**src/rtl/fifo_pkg.sv**
```systemverilog
// Shared types, sizing helpers and parameter checks for the flagged sync FIFO.
package fifo_pkg;

    // Read-mode selector values for the FWFT parameter
    localparam int unsigned MODE_REG  = 0;
    localparam int unsigned MODE_FWFT = 1;

    // Registered status flags presented alongside the count
    typedef struct packed {
        logic empty;
        logic full;
        logic almost_empty;
        logic almost_full;
        logic overflow;
        logic underflow;
    } fifo_flags_t;

    // Number of storage entries for a given address width
    function automatic int unsigned fifo_depth(input int unsigned addr_width);
        return 32'(1) << addr_width;
    endfunction

    // Pointer/count width: one extra bit so 0..DEPTH and the wrap bit both fit
    function automatic int unsigned fifo_cnt_w(input int unsigned addr_width);
        return addr_width + 32'(1);
    endfunction

    // almost_full threshold must be reachable and non-trivial: 1..DEPTH
    function automatic bit af_thresh_ok(input int unsigned af, input int unsigned depth);
        return (af >= 32'(1)) && (af <= depth);
    endfunction

    // almost_empty threshold must leave room above it: 0..DEPTH-1
    function automatic bit ae_thresh_ok(input int unsigned ae, input int unsigned depth);
        return ae < depth;
    endfunction

    // Combined range check used at elaboration
    function automatic bit thresh_ok(input int unsigned af, input int unsigned ae,
                                     input int unsigned depth);
        return af_thresh_ok(af, depth) && ae_thresh_ok(ae, depth);
    endfunction

    // Flag vector for a given occupancy plus the error pulses of that edge
    function automatic fifo_flags_t make_flags(input int unsigned cnt,
                                               input int unsigned depth,
                                               input int unsigned af,
                                               input int unsigned ae,
                                               input logic        ovf,
                                               input logic        udf);
        fifo_flags_t f;
        f.empty        = (cnt == 32'(0));
        f.full         = (cnt == depth);
        f.almost_empty = (cnt <= ae);
        f.almost_full  = (cnt >= af);
        f.overflow     = ovf;
        f.underflow    = udf;
        return f;
    endfunction

endpackage

```
**src/rtl/fifo_sync_flags_if.sv**
```systemverilog
// Producer/consumer handshake and status bundle of the flagged sync FIFO.
interface fifo_sync_flags_if #(
    parameter int unsigned DATA_WIDTH = 8,
    parameter int unsigned ADDR_WIDTH = 3
);

    // Control and write side
    logic                  flush;
    logic                  wr;
    logic [DATA_WIDTH-1:0] w_data;
    logic                  rd;

    // Read side and status
    logic [DATA_WIDTH-1:0] r_data;
    logic                  r_valid;
    logic                  empty;
    logic                  full;
    logic                  almost_empty;
    logic                  almost_full;
    logic [ADDR_WIDTH:0]   count;
    logic                  overflow;
    logic                  underflow;

    // Datapath stages around the FIFO
    modport master (
        output flush,
        output wr,
        output w_data,
        output rd,
        input  r_data,
        input  r_valid,
        input  empty,
        input  full,
        input  almost_empty,
        input  almost_full,
        input  count,
        input  overflow,
        input  underflow
    );

    // The FIFO itself
    modport slave (
        input  flush,
        input  wr,
        input  w_data,
        input  rd,
        output r_data,
        output r_valid,
        output empty,
        output full,
        output almost_empty,
        output almost_full,
        output count,
        output overflow,
        output underflow
    );

endinterface

```
**src/rtl/fifo_ram_dp.sv**
```systemverilog
// Simple dual-port register array: synchronous write, asynchronous read.
module fifo_ram_dp
    import fifo_pkg::*;
#(
    parameter int unsigned DATA_WIDTH = 8,
    parameter int unsigned ADDR_WIDTH = 3
) (
    input  logic                  clk,
    input  logic                  we_i,
    input  logic [ADDR_WIDTH-1:0] waddr_i,
    input  logic [DATA_WIDTH-1:0] wdata_i,
    input  logic [ADDR_WIDTH-1:0] raddr_i,
    output logic [DATA_WIDTH-1:0] rdata_o
);

    localparam int unsigned DEPTH = fifo_depth(ADDR_WIDTH);

    logic [DATA_WIDTH-1:0] mem_q [DEPTH];

    // Storage write; contents are never cleared, only overwritten
    always_ff @(posedge clk) begin
        if (we_i) begin
            mem_q[waddr_i] <= wdata_i;
        end
    end

    // Combinational read so the head word is visible without a clock
    assign rdata_o = mem_q[raddr_i];

endmodule

```
**src/rtl/fifo_sync_flags.sv**
```systemverilog
// Single-clock FIFO with occupancy count, programmable almost flags,
// overflow/underflow pulses, synchronous flush and selectable read mode.
module fifo_sync_flags
    import fifo_pkg::*;
#(
    parameter int unsigned DATA_WIDTH = 8,
    parameter int unsigned ADDR_WIDTH = 3,
    parameter int unsigned AF_THRESH  = 6,
    parameter int unsigned AE_THRESH  = 1,
    parameter int unsigned FWFT       = MODE_FWFT
) (
    input logic              clk,
    input logic              reset,
    fifo_sync_flags_if.slave s_if
);

    localparam int unsigned DEPTH = fifo_depth(ADDR_WIDTH);
    localparam int unsigned CNT_W = fifo_cnt_w(ADDR_WIDTH);

    localparam fifo_flags_t FLAGS_RST =
        make_flags(32'(0), DEPTH, AF_THRESH, AE_THRESH, 1'b0, 1'b0);

    // Reject illegal thresholds before anything is built
    if (!af_thresh_ok(AF_THRESH, DEPTH)) begin : g_bad_af
        $error("fifo_sync_flags: AF_THRESH out of range, legal values are 1..DEPTH");
    end
    if (!ae_thresh_ok(AE_THRESH, DEPTH)) begin : g_bad_ae
        $error("fifo_sync_flags: AE_THRESH out of range, legal values are 0..DEPTH-1");
    end
    if ((FWFT != MODE_FWFT) && (FWFT != MODE_REG)) begin : g_bad_mode
        $error("fifo_sync_flags: FWFT must be 0 (registered) or 1 (fall-through)");
    end

    logic [CNT_W-1:0]      w_ptr_q, w_ptr_d;
    logic [CNT_W-1:0]      r_ptr_q, r_ptr_d;
    logic [CNT_W-1:0]      count_q, count_d;
    fifo_flags_t           flags_q, flags_d;

    logic                  rd_ok;
    logic                  wr_ok;
    logic                  wr_drop;
    logic                  rd_drop;
    logic                  ram_we;
    logic [DATA_WIDTH-1:0] ram_rdata;

    // Acceptance: a full FIFO still takes a write when a read frees a slot
    always_comb begin
        rd_ok  = s_if.rd & ~flags_q.empty;
        wr_ok  = s_if.wr & (~flags_q.full | rd_ok);
        ram_we = wr_ok & ~s_if.flush & ~reset;
    end

    // Next pointers, count and flags; flush wins over wr/rd and masks errors
    always_comb begin
        w_ptr_d = w_ptr_q;
        r_ptr_d = r_ptr_q;
        count_d = count_q;
        wr_drop = 1'b0;
        rd_drop = 1'b0;
        if (s_if.flush) begin
            w_ptr_d = '0;
            r_ptr_d = '0;
            count_d = '0;
        end else begin
            if (wr_ok) begin
                w_ptr_d = w_ptr_q + CNT_W'(1);
            end
            if (rd_ok) begin
                r_ptr_d = r_ptr_q + CNT_W'(1);
            end
            count_d = count_q + CNT_W'(wr_ok) - CNT_W'(rd_ok);
            wr_drop = s_if.wr & ~wr_ok;
            rd_drop = s_if.rd & ~rd_ok;
        end
        flags_d = make_flags(32'(count_d), DEPTH, AF_THRESH, AE_THRESH, wr_drop, rd_drop);
    end

    // Pointer, count and flag registers; reset has priority over everything
    always_ff @(posedge clk) begin
        if (reset) begin
            w_ptr_q <= '0;
            r_ptr_q <= '0;
            count_q <= '0;
            flags_q <= FLAGS_RST;
        end else begin
            w_ptr_q <= w_ptr_d;
            r_ptr_q <= r_ptr_d;
            count_q <= count_d;
            flags_q <= flags_d;
        end
    end

    fifo_ram_dp #(
        .DATA_WIDTH (DATA_WIDTH),
        .ADDR_WIDTH (ADDR_WIDTH)
    ) u_ram (
        .clk     (clk),
        .we_i    (ram_we),
        .waddr_i (w_ptr_q[ADDR_WIDTH-1:0]),
        .wdata_i (s_if.w_data),
        .raddr_i (r_ptr_q[ADDR_WIDTH-1:0]),
        .rdata_o (ram_rdata)
    );

    if (FWFT == MODE_FWFT) begin : g_fwft
        // Head word falls through straight from the array
        assign s_if.r_data  = ram_rdata;
        assign s_if.r_valid = ~flags_q.empty;
    end else begin : g_reg
        logic [DATA_WIDTH-1:0] r_data_q, r_data_d;
        logic                  r_valid_q, r_valid_d;

        // Capture the popped word; data holds when nothing is popped
        always_comb begin
            r_valid_d = 1'b0;
            r_data_d  = r_data_q;
            if (!s_if.flush && rd_ok) begin
                r_valid_d = 1'b1;
                r_data_d  = ram_rdata;
            end
        end

        // Read-mode output register; flush clears valid but keeps data
        always_ff @(posedge clk) begin
            if (reset) begin
                r_valid_q <= 1'b0;
                r_data_q  <= '0;
            end else begin
                r_valid_q <= r_valid_d;
                r_data_q  <= r_data_d;
            end
        end

        assign s_if.r_data  = r_data_q;
        assign s_if.r_valid = r_valid_q;
    end

    // Status outputs straight from registers
    assign s_if.count        = count_q;
    assign s_if.empty        = flags_q.empty;
    assign s_if.full         = flags_q.full;
    assign s_if.almost_empty = flags_q.almost_empty;
    assign s_if.almost_full  = flags_q.almost_full;
    assign s_if.overflow     = flags_q.overflow;
    assign s_if.underflow    = flags_q.underflow;

    // Wrap-bit pointers must always agree with the separately kept count
    a_ptr_count: assert property (@(posedge clk) disable iff (reset)
        (CNT_W'(w_ptr_q - r_ptr_q) == count_q));

    // Occupancy can never exceed the storage depth
    a_count_range: assert property (@(posedge clk) disable iff (reset)
        (count_q <= CNT_W'(DEPTH)));

endmodule

```
**src/flat_wrapper.sv**
```systemverilog
// flat-port wrapper written by rule: the top's interface ports become plain ports
module fifo_sync_flags_flat import fifo_pkg::*;
#(
    parameter int unsigned DATA_WIDTH = 8,
    parameter int unsigned ADDR_WIDTH = 3,
    parameter int unsigned AF_THRESH  = 6,
    parameter int unsigned AE_THRESH  = 1,
    parameter int unsigned FWFT       = MODE_FWFT
)
  (clk, reset, s_if_flush, s_if_wr, s_if_w_data, s_if_rd, s_if_r_data, s_if_r_valid, s_if_empty, s_if_full, s_if_almost_empty, s_if_almost_full, s_if_count, s_if_overflow, s_if_underflow);
  fifo_sync_flags_if #(.DATA_WIDTH(DATA_WIDTH), .ADDR_WIDTH(ADDR_WIDTH)) s_if_i ();
  input logic clk;
  input logic reset;
  input wire logic [$bits(s_if_i.flush)-1:0] s_if_flush;
  input wire logic [$bits(s_if_i.wr)-1:0] s_if_wr;
  input wire logic [$bits(s_if_i.w_data)-1:0] s_if_w_data;
  input wire logic [$bits(s_if_i.rd)-1:0] s_if_rd;
  output wire logic [$bits(s_if_i.r_data)-1:0] s_if_r_data;
  output wire logic [$bits(s_if_i.r_valid)-1:0] s_if_r_valid;
  output wire logic [$bits(s_if_i.empty)-1:0] s_if_empty;
  output wire logic [$bits(s_if_i.full)-1:0] s_if_full;
  output wire logic [$bits(s_if_i.almost_empty)-1:0] s_if_almost_empty;
  output wire logic [$bits(s_if_i.almost_full)-1:0] s_if_almost_full;
  output wire logic [$bits(s_if_i.count)-1:0] s_if_count;
  output wire logic [$bits(s_if_i.overflow)-1:0] s_if_overflow;
  output wire logic [$bits(s_if_i.underflow)-1:0] s_if_underflow;
  assign s_if_i.flush = s_if_flush;
  assign s_if_i.wr = s_if_wr;
  assign s_if_i.w_data = s_if_w_data;
  assign s_if_i.rd = s_if_rd;
  assign s_if_r_data = s_if_i.r_data;
  assign s_if_r_valid = s_if_i.r_valid;
  assign s_if_empty = s_if_i.empty;
  assign s_if_full = s_if_i.full;
  assign s_if_almost_empty = s_if_i.almost_empty;
  assign s_if_almost_full = s_if_i.almost_full;
  assign s_if_count = s_if_i.count;
  assign s_if_overflow = s_if_i.overflow;
  assign s_if_underflow = s_if_i.underflow;
  fifo_sync_flags #(.DATA_WIDTH(DATA_WIDTH), .ADDR_WIDTH(ADDR_WIDTH), .AF_THRESH(AF_THRESH), .AE_THRESH(AE_THRESH), .FWFT(FWFT)) u_core (.clk(clk), .reset(reset), .s_if(s_if_i));
endmodule
```
**config.mk**
```make
export PLATFORM = sky130hd
export DESIGN_NAME = fifo_sync_flags_flat
export DESIGN_NICKNAME = d
export VERILOG_FILES = /design/src/rtl/fifo_pkg.sv /design/src/rtl/fifo_sync_flags_if.sv /design/src/rtl/fifo_ram_dp.sv /design/src/rtl/fifo_sync_flags.sv /design/src/flat_wrapper.sv
export SDC_FILE = /design/constraint.sdc
export NUM_CORES = 1
export LEC_CHECK = 0
export CAP_MARGIN = 10
export CORE_MARGIN = 1.5
export CORE_UTILIZATION = 55
export CTS_BUF_LIST = sky130_fd_sc_hd__clkbuf_8
export DETAILED_ROUTE_END_ITERATION = 12
export PLACE_DENSITY_LB_ADDON = 0.05
export SETUP_SLACK_MARGIN = 0.4
export SLEW_MARGIN = 20
export SYNTH_ARGS = -nofsm -noshare
export SYNTH_HDL_FRONTEND = slang
export SYNTH_SLANG_ARGS = --single-unit
```
**constraint.sdc**
```tcl
create_clock -name clk -period 4.8 [get_ports clk]
set_clock_uncertainty 0.2 [all_clocks]
set_input_delay 0.96 -clock clk [delete_from_list [all_inputs] [get_ports clk]]
set_output_delay 0.96 -clock clk [all_outputs]
set_load 0.02 [all_outputs]
```
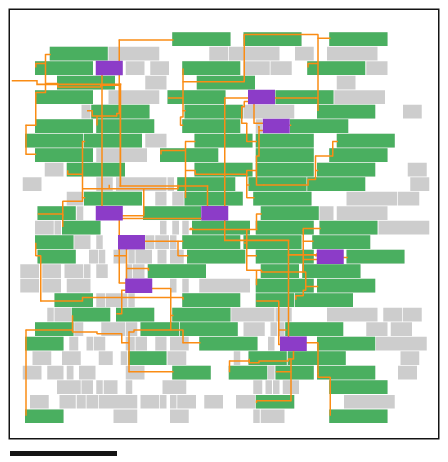
Fig. 1. Clock network drawn from the DEF.
Bar = 20 um.
purple -> clock-net drivers  # count 9
orange -> clock wires  # length 818 um
green -> flip-flops  # count 83
flops lie = spread over the die
routed clock nets = 10
power dissipated in the clock network: 426 uW
worst skew pair latency: 0.33 ns
fraction of power consumed by the clock network: 31.5%

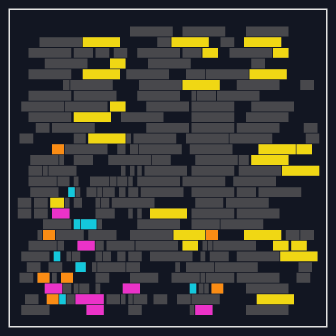
Fig. 2. Logic cells by family.
magenta -> fa/ha/maj cells  # cells 7, most used ha_1
cyan -> aoi and oai cells  # cells 7, most used a21oi_1, where lower left
orange -> xor and xnor cells  # cells 7, most used xnor2_1
yellow -> mux cells  # cells 25, most used mux4_1, where spread over the die
fin cells: 297
most instantiated logic cell after routing: edfxtp_1

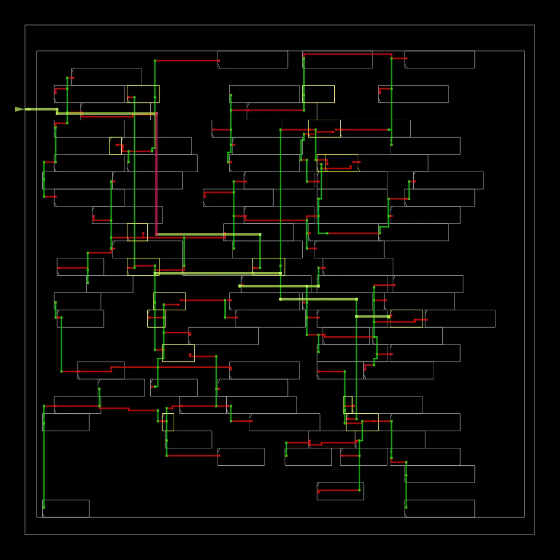
Fig. 3. Clock nets.
tally of clock buffers in the finished layout: 10
Inserted Clock Buffers: 9
clock sinks: 83

==> PnR_summary.wiki <==
=== Physical design figures ===
{| class="wikitable"
! Metric !! Value
|-
| Initial core utilization || 58.2%
|-
| Slew @ Worst Pin || 0.905 ns
|-
| Gate count after technology mapping || 181
|-
| Yosys xor share || 1.87%
|-
| Number of placement rows || 27
|-
| Router iterations before antenna repair || 4
|-
| Critical Path, Cell by Cell || mux4_1, mux2_2, clkdlybuf4s50_1
|-
| Final design area excluding fillers || 0.00383 mm2
|-
| Syn Nets || 201
|-
| Area fraction of clock buffers and clock inverters || 4.48%
|-
| Logic inverters || 7
|-
| Kind of launch point of the worst setup path || flop
|-
| Critical Path Stages || 3
|-
| Overall via count from detail_route || 1,654
|-
| Largest net degree at the start of global routing || 17
|-
| Final-layout setup total negative slack || 0 ns
|-
| Number of logic gates || 85
|-
| CP delay by family, top || multiplexers
|-
| Fraction of registers with async set or reset after synthesis || 0%
|-
| Number of cells in the design after placement || 281
|-
| Most frequent cell after synthesis || edfxtp_1
|-
| Unrepaired setup endpoints after global routing || no
|-
| Cell total in the yosys stat output || 181
|-
| Leak Pwr || 1.30 nW
|-
| Distinct lib cells used || 32
|-
| Multi-input gate area in the final layout || 906 um2
|-
| Adder-cell area share of the yosys netlist || 2.90%
|-
| Critical setup path kind || reg2out
|-
| Most instantiated cells after synthesis || 64 x edfxtp_1, 19 x dfxtp_1, 15 x mux4_1, 15 x nor2_1
|-
| Number of failing hold endpoints at the final stage || 0
|-
| Final estimated routing congestion in global placement || 0.790
|-
| Global-route wire length before repair || 9010 um
|-
| EDFF count, synth || 64
|-
| Most used flip-flop cell after synthesis || edfxtp_1
|-
| Hold Path Cell Cnt || 2
|-
| Max-Cap Viols || 0
|-
| CTS Root Cell || clkbuf_8
|-
| Highest-delay cell along the critical path || dfxtp_1
|-
| Final hold slack || 0.287 ns
|-
| Clock-pin slew on the worst setup and hold paths || 0.08 ns
|-
| Count of instances resized after the clock tree is built || 0
|-
| DR DRC count || 0
|-
| Area share of the largest cell type after synthesis || 58.6%
|-
| Filler instances || 374
|-
| Log Warnings || 26
|-
| H-Tree Level Count || 3
|-
| Share of synthesized cell area in and-or and or-and compound cells || 1.83%
|-
| YS warnings || 0
|-
| Final nets || 240
|-
| Synth mux share || 15.7%
|-
| Count of inserted tapcells || 72
|-
| Post-layout total power || 1.35 mW
|-
| Worst VDD drop || 0.000226 V
|-
| Reg2reg start || u_core.s_if.empty$_SDFF_PP1_
|-
| Util after Layout || 67.9%
|-
| Maximum fanout along the worst path || 16
|-
| Avg Inst Size Synth || 18.1 um2
|-
| Crit share post-route || 80.9%
|-
| Area Overhead vs Synth || 16.7%
|-
| Port Buffer Count || 31
|-
| Simple share || 5.26%
|-
| Floorplan core area || 0.00564 mm2
|-
| Critical Path End || s_if_r_data[3]
|-
| Clock Tree Buf Depth || 2
|-
| Worst slack, placed || 1.19 ns
|-
| Setup slack of the critical path after layout || 0.915 ns
|-
| Setup violations, final || 0
|-
| Number of flip-flops in the largest register || 64
|-
| Worst Path Buf+Inv || 1
|-
| Arrival time of data at the critical path endpoint || 2.72 ns
|-
| Number of cells on the worst reg-to-reg path || 9
|-
| Via count normalized by instance count || 5.57
|-
| Comb/total area || 23.7%
|-
| Crit Reg-Reg Endpoint || u_core.s_if.empty$_SDFF_PP1_
|-
| Dominant comb cell || multiplexers
|-
| Width of the chip || 80.2 um
|-
| FMAX || 257 MHz
|-
| Number of routed nets with antenna violations || 0
|-
| Number of antenna violations at the first check in global routing || 0
|-
| Most area-hungry cell type in the Yosys netlist || edfxtp_1
|-
| Slew Limit Fails || 0
|-
| Antenna Cells || 0
|-
| Outcome || complete, no violations
|-
| Type of destination of the critical path || primary output
|-
| Drt first-iter violations || 134
|-
| Number of buffers inserted to repair setup after CTS || 0
|-
| Cell area after synthesis || 0.00328 mm2
|-
| Dpl hpwl || 3950 um
|-
| FF/Latch Area || 0.00230 mm2
|-
| Stage delay of the slowest cell on the critical path || 0.91 ns
|-
| Count of non-CTS buffers in the layout || 34
|-
| Register with the most flip-flops || u_core.u_ram.mem_q
|-
| Data required time of the critical path || 3.64 ns
|-
| Fraction of final layout cells sized beyond drive strength 1 || 12.9%
|-
| Number of sequential cells || 83
|-
| Number of global-route vias before repair || 1,763
|-
| Dominant kind of cell || flip-flops and latches
|-
| Number of hold-repair buffers added at the cts stage || 0
|-
| Sum of overflow across all layers after global routing || 0
|}
where the power goes:
part / leakage, nW / internal, mW / switching [mW]
registers: 0.731 / 0.785 / 0.00926
logic: 0.475 / 0.0631 / 0.0680
clock network: 0.0909 / 0.197 / 0.228
routing by layer:
metal	up-vias	global-route usage, %	share of wire (%)
met2	42	32.7	52
met4	0	8.62	0.33
li1	777	-	-
met5	-	0	0
met3	2	4.09	4.5
met1	833	26.7	43
worst register-to-register path, stage by stage, from the launching register on:
cell and delay, ns:
dfxtp_1 0.36, nand2b_1 0.23, inv_1 0.15, ha_1 0.31, inv_1 0.04, ha_1 0.20
fa_1 0.38, xor2_1 0.18, or3_1 0.34, o21ai_0 0.15
No activity file was given, so power comes from the tool's default toggle rates.
